[src/rtl/cmp_iter_if.sv]
// Handshake and operand bundle for the iterative branch comparator.
// The DUT takes the slave modport; the issuing stage takes the master modport.
interface cmp_iter_if #(
  parameter int WIDTH = 32
);
  logic             start_i;
  logic [WIDTH-1:0] A_i;
  logic [WIDTH-1:0] B_i;
  logic [2:0]       mode_i;
  logic             flush_i;
  logic             ready_o;
  logic             done_o;
  logic             result_o;
  logic             less_o;
  logic             equal_o;
  logic             illegal_o;

  modport master (
    output start_i, A_i, B_i, mode_i, flush_i,
    input  ready_o, done_o, result_o, less_o, equal_o, illegal_o
  );

  modport slave (
    input  start_i, A_i, B_i, mode_i, flush_i,
    output ready_o, done_o, result_o, less_o, equal_o, illegal_o
  );
endinterface

[src/rtl/cmp_iter.sv]
// Iterative RV32I branch comparator: scans operands CHUNK bits per cycle from
// the MSB end, optionally stopping at the first differing chunk.
module cmp_iter #(
  parameter int WIDTH      = 32,
  parameter int CHUNK      = 8,
  parameter int EARLY_EXIT = 1
) (
  input  logic       sys_clk,
  input  logic       sys_rst,
  cmp_iter_if.slave  bus
);
  localparam int N     = WIDTH / CHUNK;
  localparam int IDX_W = (N > 1) ? $clog2(N) : 1;
  localparam logic [IDX_W-1:0] IDX_LAST = IDX_W'(N - 1);

  typedef enum logic [1:0] {IDLE, BUSY, DONE} state_t;

  state_t           state_q, state_d;
  logic [IDX_W-1:0] idx_q, idx_d;
  logic [WIDTH-1:0] a_q, b_q, a_sh, b_sh, bias;
  logic [2:0]       mode_q;
  logic             dec_q, dec_d, dec_less_q, dec_less_d;
  logic [CHUNK-1:0] chunk_a, chunk_b;
  logic             diff, chunk_less, accept, finish;
  logic             fin_less, fin_eq, fin_result, fin_illegal;
  logic             result_q, less_q, equal_q, illegal_q;

  // Flipping the sign bit maps two's-complement order onto unsigned order,
  // so every chunk compare below can stay unsigned.
  assign bias = bus.mode_i[1] ? '0 : {1'b1, {(WIDTH-1){1'b0}}};

  assign a_sh       = a_q << (idx_q * CHUNK);
  assign b_sh       = b_q << (idx_q * CHUNK);
  assign chunk_a    = a_sh[WIDTH-1 -: CHUNK];
  assign chunk_b    = b_sh[WIDTH-1 -: CHUNK];
  assign diff       = (chunk_a != chunk_b);
  assign chunk_less = (chunk_a < chunk_b);

  // NOTE: every signal assigned here gets a default first, so no path can infer a latch.
  always_comb begin
    state_d    = state_q;
    idx_d      = idx_q;
    dec_d      = dec_q;
    dec_less_d = dec_less_q;
    accept     = 1'b0;
    finish     = 1'b0;
    unique case (state_q)
      IDLE: begin
        if (bus.start_i && !bus.flush_i) begin
          accept  = 1'b1;
          idx_d   = '0;
          dec_d   = 1'b0;
          state_d = BUSY;
        end
      end
      BUSY: begin
        if (bus.flush_i) begin
          state_d = IDLE;
        end else begin
          if (diff && !dec_q) begin
            dec_d      = 1'b1;
            dec_less_d = chunk_less;
          end
          if (((EARLY_EXIT != 0) && diff) || (idx_q == IDX_LAST)) begin
            finish  = 1'b1;
            state_d = DONE;
          end else begin
            idx_d = idx_q + IDX_W'(1);
          end
        end
      end
      DONE:    state_d = IDLE;
      default: state_d = IDLE;
    endcase
  end

  // Final decision on the completing edge: an earlier recorded chunk wins.
  always_comb begin
    fin_eq      = !dec_q && !diff;
    fin_less    = dec_q ? dec_less_q : (diff && chunk_less);
    fin_illegal = (mode_q[2:1] == 2'b01);
    unique case (mode_q)
      3'b000:        fin_result = fin_eq;
      3'b001:        fin_result = !fin_eq;
      3'b100, 3'b110: fin_result = fin_less;
      3'b101, 3'b111: fin_result = !fin_less;
      default:       fin_result = 1'b0;
    endcase
  end

  // NOTE: sequential state uses non-blocking assignments only; reset is synchronous
  // and also clears the operand latches so no X can leak into a later compare.
  always_ff @(posedge sys_clk) begin
    if (sys_rst) begin
      state_q    <= IDLE;
      idx_q      <= '0;
      a_q        <= '0;
      b_q        <= '0;
      mode_q     <= '0;
      dec_q      <= 1'b0;
      dec_less_q <= 1'b0;
      result_q   <= 1'b0;
      less_q     <= 1'b0;
      equal_q    <= 1'b0;
      illegal_q  <= 1'b0;
    end else begin
      state_q    <= state_d;
      idx_q      <= idx_d;
      dec_q      <= dec_d;
      dec_less_q <= dec_less_d;
      if (accept) begin
        a_q    <= bus.A_i ^ bias;
        b_q    <= bus.B_i ^ bias;
        mode_q <= bus.mode_i;
      end
      if (finish) begin
        result_q  <= fin_result;
        less_q    <= fin_less;
        equal_q   <= fin_eq;
        illegal_q <= fin_illegal;
      end
    end
  end

  assign bus.ready_o   = (state_q == IDLE) && !sys_rst;
  assign bus.done_o    = (state_q == DONE);
  assign bus.result_o  = result_q;
  assign bus.less_o    = less_q;
  assign bus.equal_o   = equal_q;
  assign bus.illegal_o = illegal_q;
endmodule

[src/flat_wrapper.sv]
// flat-port wrapper written by rule: the top's interface ports become plain ports
module cmp_iter_flat 
#(
  parameter int WIDTH      = 32,
  parameter int CHUNK      = 8,
  parameter int EARLY_EXIT = 1
)
  (sys_clk, sys_rst, bus_start_i, bus_A_i, bus_B_i, bus_mode_i, bus_flush_i, bus_ready_o, bus_done_o, bus_result_o, bus_less_o, bus_equal_o, bus_illegal_o);
  cmp_iter_if #(.WIDTH(WIDTH)) bus_i ();
  input  logic sys_clk;
  input  logic sys_rst;
  input wire logic [$bits(bus_i.start_i)-1:0] bus_start_i;
  input wire logic [$bits(bus_i.A_i)-1:0] bus_A_i;
  input wire logic [$bits(bus_i.B_i)-1:0] bus_B_i;
  input wire logic [$bits(bus_i.mode_i)-1:0] bus_mode_i;
  input wire logic [$bits(bus_i.flush_i)-1:0] bus_flush_i;
  output wire logic [$bits(bus_i.ready_o)-1:0] bus_ready_o;
  output wire logic [$bits(bus_i.done_o)-1:0] bus_done_o;
  output wire logic [$bits(bus_i.result_o)-1:0] bus_result_o;
  output wire logic [$bits(bus_i.less_o)-1:0] bus_less_o;
  output wire logic [$bits(bus_i.equal_o)-1:0] bus_equal_o;
  output wire logic [$bits(bus_i.illegal_o)-1:0] bus_illegal_o;
  assign bus_i.start_i = bus_start_i;
  assign bus_i.A_i = bus_A_i;
  assign bus_i.B_i = bus_B_i;
  assign bus_i.mode_i = bus_mode_i;
  assign bus_i.flush_i = bus_flush_i;
  assign bus_ready_o = bus_i.ready_o;
  assign bus_done_o = bus_i.done_o;
  assign bus_result_o = bus_i.result_o;
  assign bus_less_o = bus_i.less_o;
  assign bus_equal_o = bus_i.equal_o;
  assign bus_illegal_o = bus_i.illegal_o;
  cmp_iter #(.WIDTH(WIDTH), .CHUNK(CHUNK), .EARLY_EXIT(EARLY_EXIT)) u_core (.sys_clk(sys_clk), .sys_rst(sys_rst), .bus(bus_i));
endmodule
[config.mk]
export PLATFORM = sky130hd
export DESIGN_NAME = cmp_iter_flat
export DESIGN_NICKNAME = d
export VERILOG_FILES = /design/src/rtl/cmp_iter_if.sv /design/src/rtl/cmp_iter.sv /design/src/flat_wrapper.sv
export SDC_FILE = /design/constraint.sdc
export NUM_CORES = 1
export LEC_CHECK = 0
export CORE_MARGIN = 2
export CORE_UTILIZATION = 54
export DETAILED_ROUTE_END_ITERATION = 8
export GPL_ROUTABILITY_DRIVEN = 1
export HOLD_SLACK_MARGIN = 0.03
export PLACE_DENSITY = 0.85
export SYNTH_ARGS = -nofsm -noshare
export SYNTH_HDL_FRONTEND = slang
export SYNTH_SLANG_ARGS = --single-unit
export TNS_END_PERCENT = 30
[constraint.sdc]
create_clock -name sys_clk -period 5.8 [get_ports sys_clk]
set_clock_uncertainty 0.05 [all_clocks]
set_input_delay 0.87 -clock sys_clk [delete_from_list [all_inputs] [get_ports sys_clk]]
set_output_delay 0.87 -clock sys_clk [all_outputs]
set_load 0.02 [all_outputs]
**Run 1: PDN straps and rails**

Bar = 20 um. Pins as bars on the die edge.
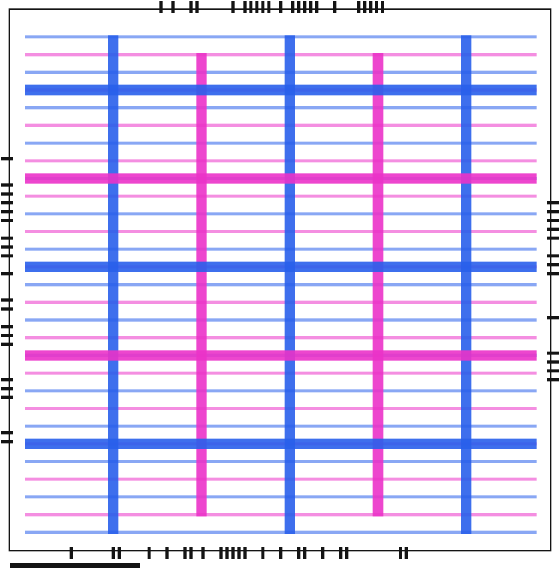
legend:
  blue:
    net: VSS
  magenta:
    net: VDD
met1 rails: 29
met4 straps: 5
signal pins: 77

**Run 1: cell classes on the final placement**

Bar = 20 um.
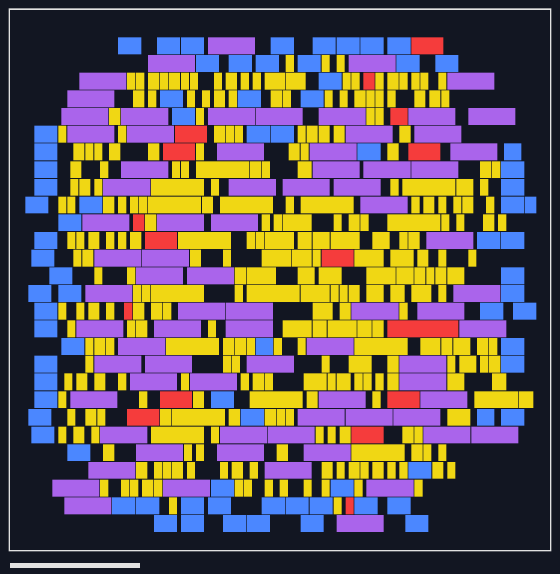
legend:
  yellow:
    class: all other logic
    cells: 294
    share_of_their_area: 41%
  blue:
    class: other buffers and delay cells
    cells: 79
    share_of_their_area: 18%
  red:
    class: clock drivers and dummy loads
    cells: 16
    share_of_their_area: 4.5%
  purple:
    class: flops
    cells: 77
    share_of_their_area: 36%

**Run 1: clock network drawn from the DEF**

Bar = 20 um.
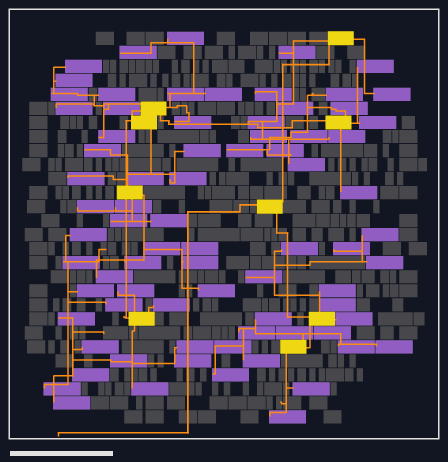
legend:
  purple:
    item: flip-flops
    count: 77
  yellow:
    item: cells driving clock nets
    count: 9
  orange:
    item: clock wires
    length: 918 um
flops lie: spread over the die

==> impl_metrics.env, run 1 <==
# implementation run metrics
export IMPL_sh_seq_area=0.3560
export IMPL_logic_area_um2=1679
export IMPL_fp_row_count=28
export IMPL_cp_max_fo=19
export IMPL_ys_flops=77
export IMPL_p_int_mw=0.8488
export IMPL_setup_worst_path_end="u_core.bus.result_o"
export IMPL_worst_slack_ps=2439
export IMPL_slew_headroom=0.2414
export IMPL_cts_resized=0
export IMPL_route_met2_wl_mm=4.260
export IMPL_grt_pass1_vias=3016
export IMPL_synthTopLogicFamily="simple AND/OR/NAND/NOR gates"
export IMPL_outcome="finished, final reports clean"
export IMPL_vdd_ir_drop_max_mv=0.1782
export IMPL_dr_max_layer_used="met4"
export IMPL_top_cells_by_count="137 x nand2_1, 77 x dfxtp_1, 71 x a21oi_1, 20 x clkbuf_1, 16 x mux4_2"
export IMPL_cp_num_buf_inv=0
export IMPL_clkPwrFrac=0.355
export IMPL_topCellsByArea="dfxtp_1 46%, nand2_1 15%, mux4_2 11%, a21oi_1 11%, ha_1 3.3%"
export IMPL_hold_path_endpoint="u_core.a_q[24]"
export IMPL_xor_share=0.005195
export IMPL_grt_max_degree=79
export IMPL_vias=2941
export IMPL_antenna_found_initial=0
export IMPL_dp_cells=525
export IMPL_synth_dominant_cell_count="nand2_1"
export IMPL_combinationalPower_mw=0.161
export IMPL_final_setup_viol_count=0
export IMPL_grt_busiest_layer="met2"
export IMPL_clock_net_power_mw=0.402
export IMPL_path_delay_family="flip-flops"
export IMPL_ys_cells=399
export IMPL_biggestCellCategory="combinational gates"
export IMPL_cts_sinks=77
export IMPL_io_pins=77
export IMPL_hp_start="u_core.a_q[24]"
export IMPL_coreArea_um2=5991
**Run 1: placement view**

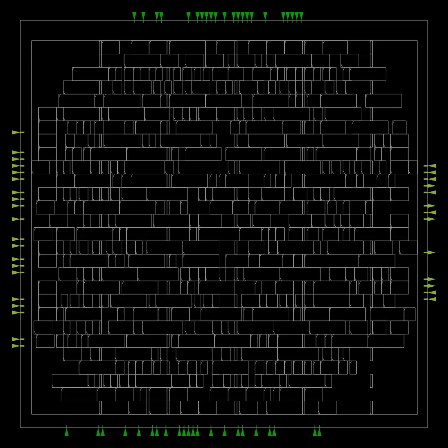

==> run 1 -> run 2 <==
--- a/config.mk
+++ b/config.mk
@@ -6,11 +6,11 @@
 export NUM_CORES = 1
 export LEC_CHECK = 0
 export CORE_MARGIN = 2
-export CORE_UTILIZATION = 54
+export CORE_UTILIZATION = 45
 export DETAILED_ROUTE_END_ITERATION = 8
 export GPL_ROUTABILITY_DRIVEN = 1
 export HOLD_SLACK_MARGIN = 0.03
-export PLACE_DENSITY = 0.85
+export PLACE_DENSITY = 0.76
 export SYNTH_ARGS = -nofsm -noshare
 export SYNTH_HDL_FRONTEND = slang
 export SYNTH_SLANG_ARGS = --single-unit
==> constraint.sdc (replaced) <==
create_clock -name sys_clk -period 2.9 [get_ports sys_clk]
set_clock_uncertainty 0.05 [all_clocks]
set_input_delay 0.435 -clock sys_clk [delete_from_list [all_inputs] [get_ports sys_clk]]
set_output_delay 0.435 -clock sys_clk [all_outputs]
set_load 0.02 [all_outputs]
**Run 2: placement view**

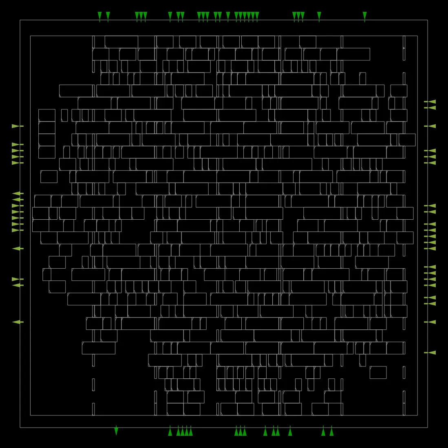
FP Rows: 31
Final Non-Filler Cells: 572
fin util: 0.6088
Seq/total area: 0.3494

**Run 2: PDN straps and rails**

Bar = 20 um. Pins as bars on the die edge.
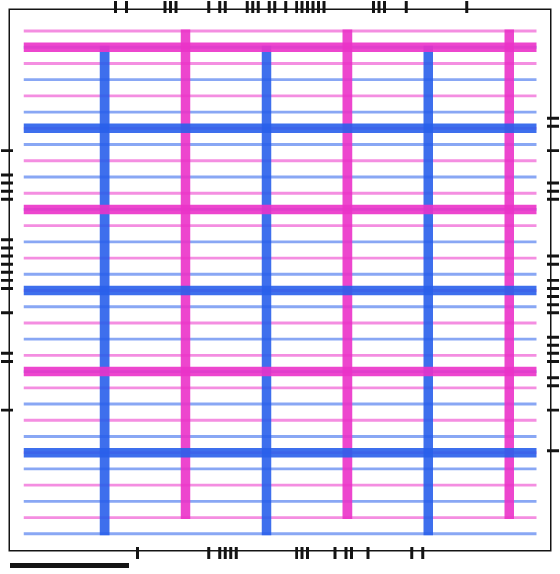
legend:
  magenta:
    net: VDD
  blue:
    net: VSS
signal pins: 77
rows: 31
met4 straps: 6
met5 straps: 6
met1 rails: 32

**Run 2: wiring by layer**

Two of the layers only.
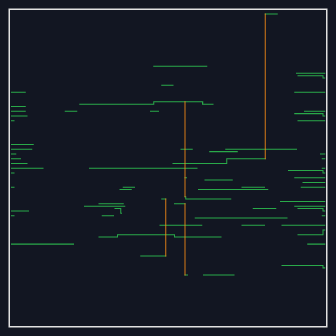
legend:
  orange:
    layer: met4
    wire_length: 105 um
  green:
    layer: met3
    wire_length: 566 um

==> run 2 against run 1 <==
Cell area grew 2.0%. Critical path depth grew 2. Critical endpoint unchanged. Global-route usage shrank 3.8 points. Area after synthesis is the same. Flip-flop count is the same. Largest cell class unchanged.
==> impl_metrics.env, run 2 <==
# implementation run metrics
export IMPL_setup_worst_path_end="u_core.bus.result_o"
export IMPL_wl_per_cell_um=14.31
export IMPL_post_cts_setup_buffers=0
export IMPL_cp_num_buf_inv=2
export IMPL_worst_slack_ps=99.93
export IMPL_clkPwrFrac=0.349
export IMPL_n_sequential_cell=77
export IMPL_vias=2989
export IMPL_hp_start="u_core.a_q[2]"
export IMPL_clock_net_power_mw=0.791
export IMPL_hold_depth=2
export IMPL_ys_cells=399
export IMPL_combinationalPower_mw=0.333
export IMPL_r2r_start="u_core.idx_q[1]"
export IMPL_outcome="finished, final reports clean"
export IMPL_io_pins=77
export IMPL_vdd_ir_drop_max_mv=0.3434
export IMPL_topCellsByArea="dfxtp_1 46%, nand2_1 15%, mux4_2 11%, a21oi_1 11%, ha_1 3.3%"
export IMPL_cp_max_fo=7
export IMPL_hold_path_endpoint="u_core.a_q[2]"
export IMPL_ys_flops=77
export IMPL_antenna_found_initial=0
export IMPL_reg2reg_slack_ps=100
export IMPL_synth_dominant_cell_count="nand2_1"
export IMPL_logic_area_um2=1680
export IMPL_dr_max_layer_used="met4"
export IMPL_coreArea_um2=7253
export IMPL_synthTopLogicFamily="simple AND/OR/NAND/NOR gates"
export IMPL_grtUsageMet1=0.2586
export IMPL_xor_share=0.005195
export IMPL_route_met2_wl_mm=3.978
export IMPL_cts_sinks=77
export IMPL_slew_headroom=0.4804
export IMPL_dp_cells=556
export IMPL_muxShareOfSynthArea=0.1128
export IMPL_final_setup_viol_count=0
export IMPL_path_delay_family="AND-OR/OR-AND gates"
export IMPL_cts_resized=0
**Run 2: clock network drawn from the DEF**

Bar = 20 um.
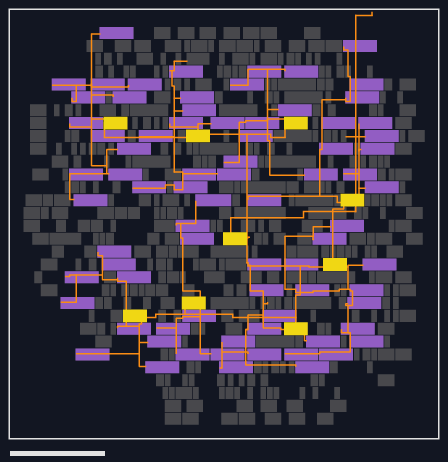

==> run 2 -> run 3 <==
--- a/config.mk
+++ b/config.mk
@@ -10,8 +10,8 @@
 export DETAILED_ROUTE_END_ITERATION = 8
 export GPL_ROUTABILITY_DRIVEN = 1
 export HOLD_SLACK_MARGIN = 0.03
-export PLACE_DENSITY = 0.76
+export PLACE_DENSITY_LB_ADDON = 0.15
 export SYNTH_ARGS = -nofsm -noshare
 export SYNTH_HDL_FRONTEND = slang
 export SYNTH_SLANG_ARGS = --single-unit
-export TNS_END_PERCENT = 30
+export TNS_END_PERCENT = 50
**Run 3: clock network drawn from the DEF**

Bar = 20 um.
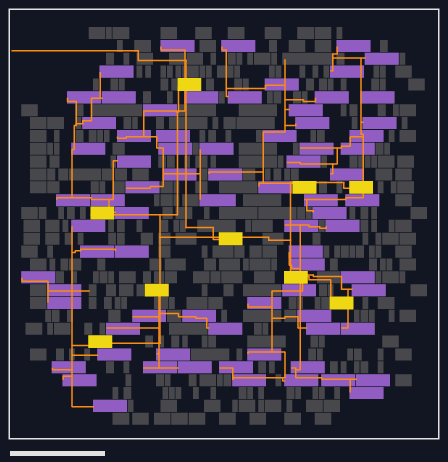
legend:
  orange:
    item: clock wires
    length: 895 um
  purple:
    item: flip-flops
    count: 77
  yellow:
    item: cells driving clock nets
    count: 9
flops lie: spread over the die

**Run 3: cell classes on the final placement**

Bar = 20 um.
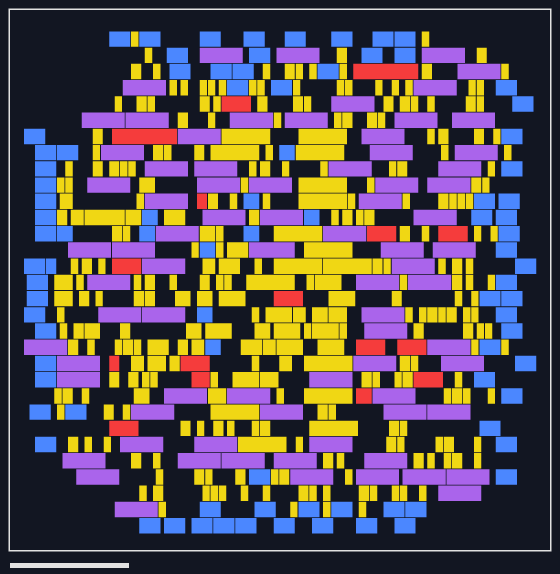
legend:
  red:
    class: clock drivers and dummy loads
    cells: 16
    share_of_their_area: 5.2%
  purple:
    class: flops
    cells: 77
    share_of_their_area: 36%
  yellow:
    class: all other logic
    cells: 294
    share_of_their_area: 40%
  blue:
    class: other buffers and delay cells
    cells: 86
    share_of_their_area: 19%

==> run 3 against run 2 <==
Final cell count did not move. Total power is 4.6% higher. Worst setup slack improved by 110 ps. Critical path type unchanged. Critical endpoint is now u_core.bus.equal_o. Sequential share of layout area down 0.24 points. Synthesized cell count did not move. Cell area rose by 0.68%. Area after synthesis unchanged. Highest routed layer unchanged. Via count fell by 0.40%.
==> impl_metrics.env, run 3 <==
# implementation run metrics
export IMPL_outcome="finished, final reports clean"
export IMPL_ys_cells=399
export IMPL_slew_headroom=0.4871
export IMPL_path_delay_family="buffers and inverters"
export IMPL_vias=2977
export IMPL_reg2reg_slack_ps=210
export IMPL_cts_sinks=77
export IMPL_ys_seq_share=0.4571
export IMPL_xor_share=0.005195
export IMPL_hold_path_endpoint="u_core.a_q[11]"
export IMPL_fin_cells=572
export IMPL_vdd_ir_drop_max_mv=0.3070
export IMPL_clock_net_power_mw=0.893
export IMPL_grtUsageMet1=0.2920
export IMPL_antenna_found_initial=0
export IMPL_drive_gt1_frac=0.1057
export IMPL_dr_max_layer_used="met4"
export IMPL_fp_row_count=31
export IMPL_wl_per_cell_um=14.22
export IMPL_hp_start="u_core.a_q[11]"
export IMPL_io_pins=77
export IMPL_clkPwrFrac=0.377
export IMPL_cp_max_fo=12
export IMPL_synthTopLogicFamily="simple AND/OR/NAND/NOR gates"
export IMPL_cp_num_buf_inv=3
export IMPL_dp_cells=555
export IMPL_muxShareOfSynthArea=0.1128
export IMPL_synth_dominant_cell_count="nand2_1"
export IMPL_cts_resized=0
export IMPL_post_cts_setup_buffers=0
export IMPL_final_setup_viol_count=0
export IMPL_setup_worst_path_end="u_core.bus.equal_o"
export IMPL_route_met2_wl_mm=3.594
export IMPL_hold_depth=2
export IMPL_logic_area_um2=1679
export IMPL_combinationalPower_mw=0.330
export IMPL_timing_rr_end="u_core.bus.equal_o"
export IMPL_buffers_excl_clock=86
export IMPL_topCellsByArea="dfxtp_1 46%, nand2_1 15%, mux4_2 11%, a21oi_1 11%, ha_1 3.3%"
export IMPL_grt_busiest_layer="met2"
export IMPL_critPathMaxStageDelay_ps=530
export IMPL_ys_flops=77
export IMPL_post_route_util=0.6129
export IMPL_edf_count=0
export IMPL_pg_seq_mw=1.14
export IMPL_powerDensity_nw_per_um2=532.6
**Run 3: placement view**

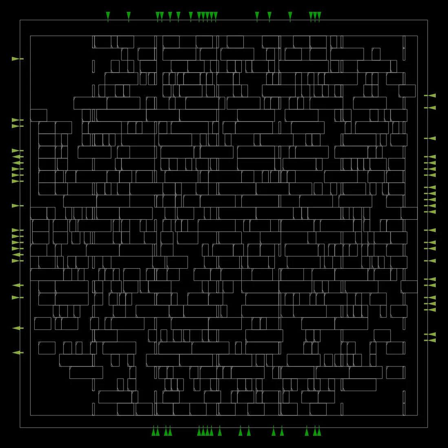
Seq/total area: 0.3470
flip-flops: 77

Power and IR drop assume default switching activity.
